<file path="config.mk">
export PLATFORM = sky130hd
export DESIGN_NAME = ucode_sequencer
export DESIGN_NICKNAME = d
export VERILOG_FILES = /design/src/rtl/cpu_pkg.sv /design/src/rtl/upc_next.sv /design/src/rtl/ucode_sequencer.sv
export SDC_FILE = /design/constraint.sdc
export NUM_CORES = 1
export LEC_CHECK = 0
export CAP_MARGIN = 40
export CELL_PAD_IN_SITES_DETAIL_PLACEMENT = 1
export CELL_PAD_IN_SITES_GLOBAL_PLACEMENT = 2
export CORE_ASPECT_RATIO = 0.75
export CORE_MARGIN = 2
export CORE_UTILIZATION = 24
export CTS_BUF_LIST = sky130_fd_sc_hd__clkbuf_4 sky130_fd_sc_hd__clkbuf_8
export DETAILED_ROUTE_END_ITERATION = 7
export MAX_ROUTING_LAYER = met4
export PLACE_DENSITY = 0.9
export SLEW_MARGIN = 10
export SYNTH_ARGS = -nofsm -noshare
export SYNTH_HDL_FRONTEND = slang
export SYNTH_SLANG_ARGS = --single-unit
</file>
<file path="constraint.sdc">
create_clock -name clk -period 1.7 [get_ports clk]
set_clock_uncertainty 0.1 [all_clocks]
set_input_delay 0.34 -clock clk [delete_from_list [all_inputs] [get_ports clk]]
set_output_delay 0.34 -clock clk [all_outputs]
set_load 0.05 [all_outputs]
</file>
<file path="src/rtl/cpu_pkg.sv">
// Shared types and constants for the microcode dispatch/sequencing stage.
// The address/data widths here must match the 512x8 jump ROM.
package cpu_pkg;

    localparam int OPC_WIDTH = 8;
    localparam int ROM_AW    = 9;
    localparam int UPC_W     = 8;

    localparam logic [UPC_W-1:0] UPC_RESET = 8'h00;

    typedef enum logic [1:0] {
        IDLE   = 2'd0,
        DECODE = 2'd1,
        LOAD   = 2'd2,
        EXEC   = 2'd3
    } state_t;

endpackage

</file>
<file path="src/rtl/upc_next.sv">
// Combinational next micro-PC selection for EXEC: abort > stall > end > taken branch > increment.
// Also flags an increment that rolls the micro-PC over from all-ones to zero.
module upc_next #(
    parameter int UPC_W = 8
) (
    input  logic [UPC_W-1:0] i_upc,
    input  logic             i_abort,
    input  logic             i_stall,
    input  logic             i_uc_end,
    input  logic             i_uc_branch,
    input  logic             i_cond_true,
    input  logic [UPC_W-1:0] i_uc_target,
    output logic [UPC_W-1:0] o_upc_nxt,
    output logic             o_exit,
    output logic             o_wrap
);

    localparam logic [UPC_W-1:0] ONE = {{(UPC_W-1){1'b0}}, 1'b1};

    always_comb begin
        o_upc_nxt = i_upc;
        o_exit    = 1'b0;
        o_wrap    = 1'b0;
        if (i_abort) begin
            o_exit = 1'b1;
        end else if (i_stall) begin
            o_upc_nxt = i_upc;
        end else if (i_uc_end) begin
            o_exit = 1'b1;
        end else if (i_uc_branch && i_cond_true) begin
            // A taken branch to zero is not a rollover.
            o_upc_nxt = i_uc_target;
        end else begin
            o_upc_nxt = i_upc + ONE;
            o_wrap    = &i_upc;
        end
    end

endmodule

</file>
<file path="src/rtl/ucode_sequencer.sv">
// Microcode dispatch: forms the jump-ROM address from the opcode, loads the ROM entry point
// into the micro-PC and steps it until the sequence ends or is aborted.
//
// state  | meaning
// IDLE   | ready for an opcode; rom_addr latched on accept
// DECODE | jump ROM samples rom_addr on the closing edge
// LOAD   | rom_dout valid; loaded into upc
// EXEC   | upc stepping under end/branch/stall/abort control
module ucode_sequencer
    import cpu_pkg::*;
#(
    parameter int OPC_WIDTH = cpu_pkg::OPC_WIDTH,
    parameter int ROM_AW    = cpu_pkg::ROM_AW,
    parameter int UPC_W     = cpu_pkg::UPC_W
) (
    input  logic                 clk,
    input  logic                 rst_n,
    input  logic                 ir_valid,
    output logic                 ir_ready,
    input  logic [OPC_WIDTH-1:0] ir_opcode,
    input  logic                 ir_mode,
    output logic [ROM_AW-1:0]    rom_addr,
    input  logic [UPC_W-1:0]     rom_dout,
    input  logic                 uc_end,
    input  logic                 uc_branch,
    input  logic [UPC_W-1:0]     uc_target,
    input  logic                 cond_true,
    input  logic                 stall,
    input  logic                 abort,
    output logic [UPC_W-1:0]     upc,
    output logic                 upc_valid,
    output logic                 upc_wrap
);

    state_t             r_state;
    state_t             w_state_nxt;
    logic [ROM_AW-1:0]  r_rom_addr;
    logic [UPC_W-1:0]   r_upc;
    logic               r_upc_valid;
    logic               r_upc_wrap;
    logic [UPC_W-1:0]   w_upc_nxt;
    logic               w_exit;
    logic               w_wrap;
    logic               w_accept;

    assign w_accept = (r_state == IDLE) && ir_valid && !abort;

    upc_next #(.UPC_W(UPC_W)) u_upc_next (
        .i_upc       (r_upc),
        .i_abort     (abort),
        .i_stall     (stall),
        .i_uc_end    (uc_end),
        .i_uc_branch (uc_branch),
        .i_cond_true (cond_true),
        .i_uc_target (uc_target),
        .o_upc_nxt   (w_upc_nxt),
        .o_exit      (w_exit),
        .o_wrap      (w_wrap)
    );

    always_comb begin
        w_state_nxt = r_state;
        case (r_state)
            IDLE:    if (w_accept) w_state_nxt = DECODE;
            DECODE:  w_state_nxt = abort ? IDLE : LOAD;
            LOAD:    w_state_nxt = abort ? IDLE : EXEC;
            EXEC:    if (w_exit) w_state_nxt = IDLE;
            default: w_state_nxt = IDLE;
        endcase
    end

    always_ff @(posedge clk or negedge rst_n) begin
        if (!rst_n) begin
            r_state     <= IDLE;
            r_rom_addr  <= '0;
            r_upc       <= UPC_RESET;
            r_upc_valid <= 1'b0;
            r_upc_wrap  <= 1'b0;
        end else begin
            r_state    <= w_state_nxt;
            r_upc_wrap <= 1'b0;
            if (w_accept) begin
                r_rom_addr <= {ir_mode, ir_opcode};
            end
            if (r_state == LOAD && !abort) begin
                r_upc       <= rom_dout;
                r_upc_valid <= 1'b1;
            end
            if (r_state == EXEC) begin
                if (w_exit) begin
                    r_upc_valid <= 1'b0;
                end else begin
                    r_upc      <= w_upc_nxt;
                    r_upc_wrap <= w_wrap;
                end
            end
        end
    end

    assign ir_ready  = (r_state == IDLE);
    assign rom_addr  = r_rom_addr;
    assign upc       = r_upc;
    assign upc_valid = r_upc_valid;
    assign upc_wrap  = r_upc_wrap;

endmodule

</file>
Fig. 1: run 1, routing congestion map
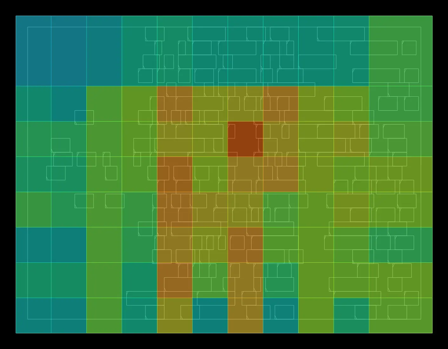
All-Layer GR Usage: 0.138
global routing met2 resource utilization: 0.230
GRT met3 Usage: 0.0231
global routing's busiest layer: met2
drt wl/cell: 15.1 um

Fig. 2: run 1, cells coloured by class
The bar under the picture is 20 um long.
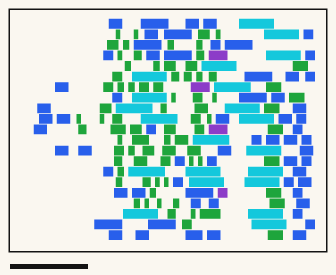
legend:
  green:
    class: all other logic
    cells: 78
    share_of_their_area: 30%
  cyan:
    class: flops
    cells: 21
    share_of_their_area: 29%
  purple:
    class: clock drivers and dummy loads
    cells: 4
    share_of_their_area: 2.7%
  blue:
    class: other buffers and delay cells
    cells: 64
    share_of_their_area: 38%

Fig. 3: run 1, sequential cells coloured by netlist name
The bar under the picture is 20 um long.
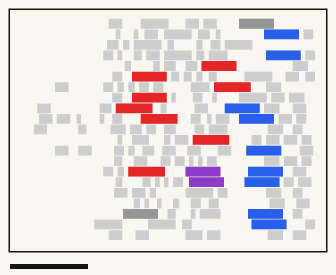
legend:
  purple:
    netlist_name: r_state
    sequential_cells: 2
  red:
    netlist_name: upc
    sequential_cells: 8
  blue:
    netlist_name: rom_addr
    sequential_cells: 9
not coloured: 2

Fig. 4: run 1, logic cells by family
The bar under the picture is 20 um long.
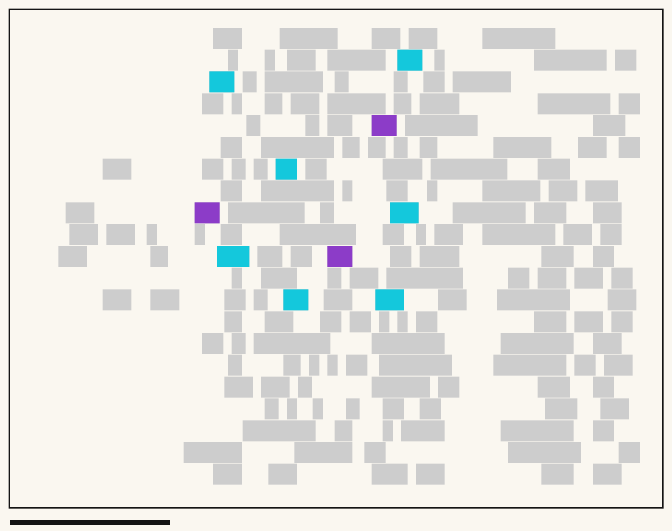
legend:
  cyan:
    family: AND-OR and OR-AND gates
    cells: 7
  purple:
    family: XOR/XNOR gates
    cells: 3

run 1: cells in the final DEF (no fill, tap or decap), types with 2 or more instances in the layout:
cell type        count
o21ai_0              5
nor2_1              11
nand3_1              5
buf_12              10
mux2_2               9
a221o_1              2
a211oi_1             5
nand2_1              6
or3_1                2
and2_1               3
xor2_1               2
buf_4               22
nor2b_1              2
a22oi_1              3
clkdlybuf4s50_1     31
dfrtp_2              5
dfrtp_1             16
clkbuf_8             3
nor3_1               3
o21ai_1              2
a31o_1               2
run 1: power breakdown:
group | switching (W) | internal (W) | total (W)
Combinational | 0.000928 | 0.000815 | 0.00174
Clock | 0.000150 | 0.000182 | 0.000333
Sequential | 0.000279 | 0.000687 | 0.000966
==> run notes, run 1 <==
Flow results.

- The flow ran to the end, but the final reports show violations.
- The checks that failed: negative setup slack.
- The routed design could run at a clock period as short as 1.71 ns.
- The area of the mapped netlist is 1080 um^2.
- Gates resized during post-CTS repair numbered 2.
- After the last flow step, the layout net total stands at 202.
- The final count of pins violating max slew is 0.
- In the post-synthesis netlist, the biggest area contributors are dfrtp_1 (49%), mux2_2 (9.4%), nor2_1 (3.8%).
- The number of signal-net buffers in the layout is 64.
- The share of the clock period used by the worst path after layout is 1.01.
- The kind of critical path is primary input to flop.
- STA shows the worst reg2reg path with a cell count of 3.
- Row generation in the floorplan step produced 21 rows.
- Data on the critical path is required at its endpoint by 1.74 ns.
- For this run the aggregate overflow at the end of global routing stands at 0.
- Of the total synthesized cell area, the portion taken by full adders, half adders and majority gates is 0.0116.
- Looking at the reg2reg group, the worst path ends at upc[2]$_DFFE_PN0P_.
- The maximum cell stage delay along the critical path is 0.46 ns.
- The clock network latency to the later pin of the worst-skew pair is 0.25 ns.
- The startpoint of the lowest-slack hold path is abort.
- The wire length on met3 is 259 um.
- The worst setup slack after placement is -0.374 ns.
- The met1 global-route usage is 0.182.
- The tightest hold path in the finished design has a slack of 0.319 ns.
- The timing report lists the critical path depth as 4 cells.
- In this run, the synthesized area fraction spent on xor and xnor cells is recorded as 0.0244.
- The net count of the mapped netlist is 138.
- Leaving out filler cells and counting taps, the final layout contains 224.
- The number of hold violations in the final report is 0.
- The last element of the critical path is upc[2]$_DFFE_PN0P_.
- The total instance count after detailed placement is 219.
- The report lists the cells along the critical path as clkdlybuf4s50_1 -> o21ai_0 -> nand2_1 -> a221o_2.
- Across all setup checks in the final design, the least slack found is -0.0116 ns.
- The commonest register cell is dfrtp_1.
- The initial antenna violation count is 0.
- 53 I/O pins were placed.
- After the first detailed-routing iteration, the DRC count stood at 73.
- The setup-violating endpoint count in the final report is 1.
- The top achievable clock speed is 584 MHz.
- The portion of the layout cell area used by non-clock buffers is 0.365.
- The reg-to-reg setup timing slack is 0.10 ns.
==> run 1 -> run 2 <==
--- a/config.mk
+++ b/config.mk
@@ -5,7 +5,6 @@
 export SDC_FILE = /design/constraint.sdc
 export NUM_CORES = 1
 export LEC_CHECK = 0
-export CAP_MARGIN = 40
 export CELL_PAD_IN_SITES_DETAIL_PLACEMENT = 1
 export CELL_PAD_IN_SITES_GLOBAL_PLACEMENT = 2
 export CORE_ASPECT_RATIO = 0.75
Fig. 5: run 2, drive-strength map
The bar under the picture is 20 um long.
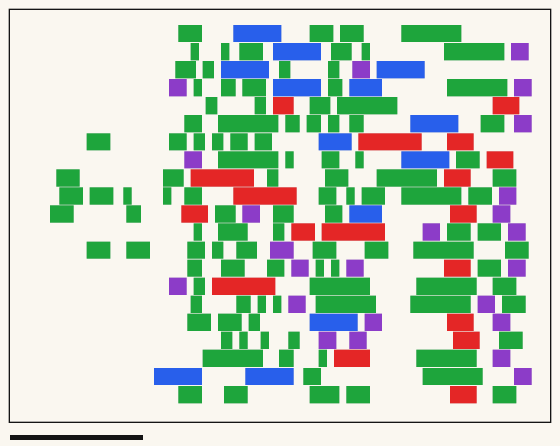
legend:
  red:
    size: drive 2
    cells: 18
    share: 11%
  blue:
    size: drive 6 and up
    cells: 13
    share: 7.8%
  green:
    size: drive 1 or less
    cells: 112
    share: 67%
  purple:
    size: drive 3 to 4
    cells: 24
    share: 14%

Fig. 6: run 2, cells coloured by class
The bar under the picture is 20 um long.
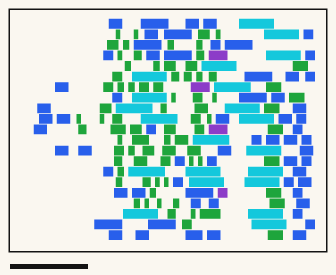
Final Cell Area: 1880 um^2
post-layout util: 0.429
Std-Cell Rows: 21
flip-flop and latch share of the layout cell area: 0.282
placeable core region: 4390 um^2

==> run 2 against run 1 <==
Compared with the run above:
- the run still ends with negative setup slack left
- hold slack did not move
- largest cell class unchanged
- non-clock buffer count did not move
- register-to-register slack barely moved
- highest routed layer unchanged
- global-route usage did not move
- sequential power barely moved
- routed wire length did not move
- die size did not move
- cell area did not move
- synthesized cell count did not move
- synthesized area did not move
==> run notes, run 2 <==
Flow results.

- The flow ran to the end, but the final reports show violations.
- The checks that failed: negative setup slack.
- The final count of pins violating max slew is 0 (unchanged).
- The last element of the critical path is upc[2]$_DFFE_PN0P_.
- The total sequential power is 0.000966 W (about the same).
- The I/O pin count came to 53 (unchanged).
- The setup slack after layout is -0.0116 ns (unchanged).
- The number of signal-net buffers in the layout is 64 (unchanged).
- The combinational-cell power consumption came to 0.00174 W (about the same).
- Looking at the setup timing report, the critical path kind is primary input to flop.
- The clock power share is 0.109 (about the same).
- The worst setup slack after placement is -0.374 ns (unchanged).
- The setup-violating endpoint count in the final report was 1 (unchanged).
- The clock-net power is 0.000333 W (about the same).
- The worst hold slack is 0.319 ns (unchanged).
- By area the synthesized netlist is led by dfrtp_1 (49%), mux2_2 (9.4%), nor2_1 (3.8%).
- The final critical delay including setup and external delays was 1.71 ns (unchanged).
- The reg-to-reg endpoint is upc[2]$_DFFE_PN0P_.
- The combinational fraction of design power is 0.573 (about the same).
- The average wire length per cell after detail routing is 15.1 um (unchanged).
- The part of the power in registers came to 0.318 (about the same).
- The cell-internal power is 0.00168 W (unchanged).
- The net load switching power is 0.00136 W (unchanged).
## run 2: stage by stage
step,setup TNS (ns),std cells,util
final,-0.0116,224,0.429
after global routing,-0.0958,224,0.429
after CTS,0,223,0.427
after detailed placement,-5.30,219,0.414
after global placement,-4.05,219,0.414
after floorplan,0,104,-
## run 2: kinds of logic after synthesis
logic type / Yosys count / share of synthesized area
compound gates: 25 / 0.168
flops: 21 / 0.488
simple gates: 39 / 0.184
buf+inv: 5 / 0.0209
fa+ha+maj: 1 / 0.0116
mux: 10 / 0.103
xor+xnor: 3 / 0.0244
## run 2: per-layer routing
metal | GRT usage | routed length, um | up-vias
met3 | 0.0231 | 259 | 0
met4 | 0.0218 | 0 | 0
met2 | 0.230 | 1570 | 38
met5 | - | 0 | -
met1 | 0.182 | 1540 | 500
li1 | - | - | 512
==> run 2 -> run 3 <==
--- a/config.mk
+++ b/config.mk
@@ -5,6 +5,7 @@
 export SDC_FILE = /design/constraint.sdc
 export NUM_CORES = 1
 export LEC_CHECK = 0
+export CAP_MARGIN = 10
 export CELL_PAD_IN_SITES_DETAIL_PLACEMENT = 1
 export CELL_PAD_IN_SITES_GLOBAL_PLACEMENT = 2
 export CORE_ASPECT_RATIO = 0.75
Fig. 7: run 3, sequential cells coloured by netlist name
The bar under the picture is 20 um long.
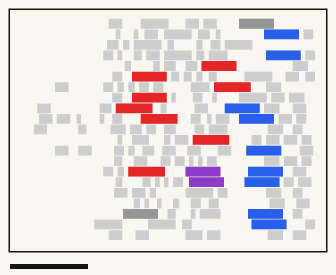
legend:
  red:
    netlist_name: upc
    sequential_cells: 8
  purple:
    netlist_name: r_state
    sequential_cells: 2
  blue:
    netlist_name: rom_addr
    sequential_cells: 9
not coloured: 2

==> run 3 against run 2 <==
Compared with the run above:
- the run still ends with negative setup slack left
- global-route usage unchanged
- sequential share of layout area unchanged
- utilization unchanged
- synthesized cell count unchanged
- clock power about the same
- non-clock buffer count unchanged
- die size unchanged
- via count unchanged
- routed wire length unchanged
- sequential cell count unchanged
==> run notes, run 3 <==
Flow results.

- The met1 global-route usage is 0.182 (unchanged).
- By area the synthesized netlist is led by dfrtp_1 (49%), mux2_2 (9.4%), nor2_1 (3.8%).
- The flow ran to the end, but the final reports show violations.
- The reg-to-reg endpoint is upc[2]$_DFFE_PN0P_.
- The last element of the critical path is upc[2]$_DFFE_PN0P_.
- The met2 wire length was 1.57 mm (unchanged).
- The placeable core area was 4390 um^2 (unchanged).
- The xor and xnor fraction of the mapped netlist area is 0.0244 (unchanged).
- The met2 capacity usage during global routing is 0.230 (unchanged).
- The final critical delay including setup and external delays is 1.71 ns (unchanged).
- The total instance count after detailed placement was 219 (unchanged).
- The post-route core utilization came to 0.429 (unchanged).
- The basic-gate share of the synthesized area counting and, or, nand and nor cells is 0.184 (unchanged).
- The filler cell count in the final layout is 487.
- The fraction of met3 tracks used by global routing is 0.0231 (unchanged).
- Grouping non-sequential cells by family puts the most area in simple AND/OR/NAND/NOR gates.
- The worst setup slack after placement came to -0.374 ns (unchanged).
- Per the post-synthesis stats, the area per cell is 10.4 um^2.
- The average wire length per cell after detail routing was 15.1 um (unchanged).
- The core utilization at floorplan is 0.246.
- The setup slack after layout is -0.0116 ns (unchanged).
- The flop share of the area is 0.282 (unchanged).
- The post-synthesis adder-cell area fraction is 0.0116 (unchanged).
- The fraction of the yosys area taken by sequential cells is 0.488.
- The final count of pins violating max slew is 0 (unchanged).
- The number of hold-repair buffers added at the cts stage is 0.
- The number of rows created at floorplan is 21 (unchanged).
- The highest-utilization routing layer at the global route stage is met2.
- The kind of critical path is primary input to flop.
- The area fraction in compound gates is 0.168 (unchanged).
- The wire length the detailed router placed on met1 is 1.54 mm (unchanged).
- The I/O pin count was 53 (unchanged).
- The setup-violating endpoint count in the final report is 1 (unchanged).
- The wire length on met3 is 259 um (unchanged).
- The final reports fail on negative setup slack.
Fig. 8: run 3, logic cells by family
The bar under the picture is 20 um long.
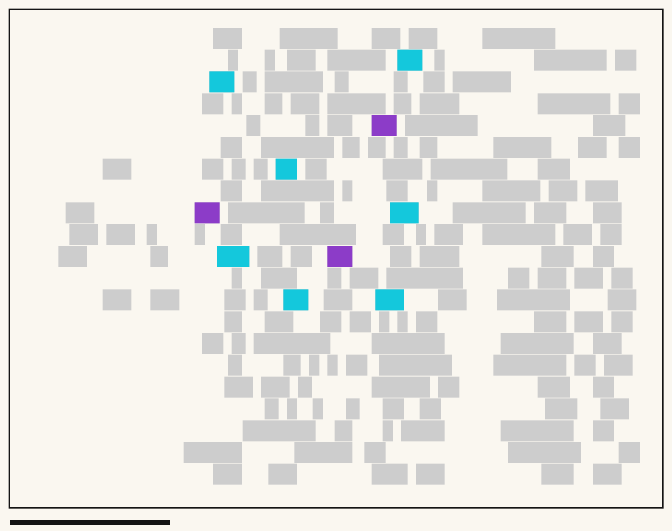
legend:
  purple:
    family: XOR/XNOR gates
    cells: 3
  cyan:
    family: AND-OR and OR-AND gates
    cells: 7

## run 3: cell counts after synthesis
Identical to the previous run, type by type.
## run 3: through the flow
step	power, W	cell area (um^2)	hold slack, ns	setup TNS (ns)
after floorplan	0.00185	1080	-0.0556	0
after CTS	0.00307	1870	0.342	0
final	0.00304	1880	0.319	-0.0116
after global placement	0.00267	1820	0.390	-4.05
after global routing	0.00321	1880	0.321	-0.0958
after detailed placement	0.00273	1820	0.402	-5.30
## run 3: report_power, final
group | total (W) | internal (W) | leakage [nW] | switching [W]
Combinational | 0.00174 | 0.000815 | 0.502 | 0.000928
Sequential | 0.000966 | 0.000687 | 0.247 | 0.000279
Clock | 0.000333 | 0.000182 | 0.0262 | 0.000150
## run 3: what timing repair did
item	4_1_cts	5_1_grt
buffers inserted	0	1
resized	2	1
setup endpoints to repair	9	13
Power and IR drop assume default switching activity.
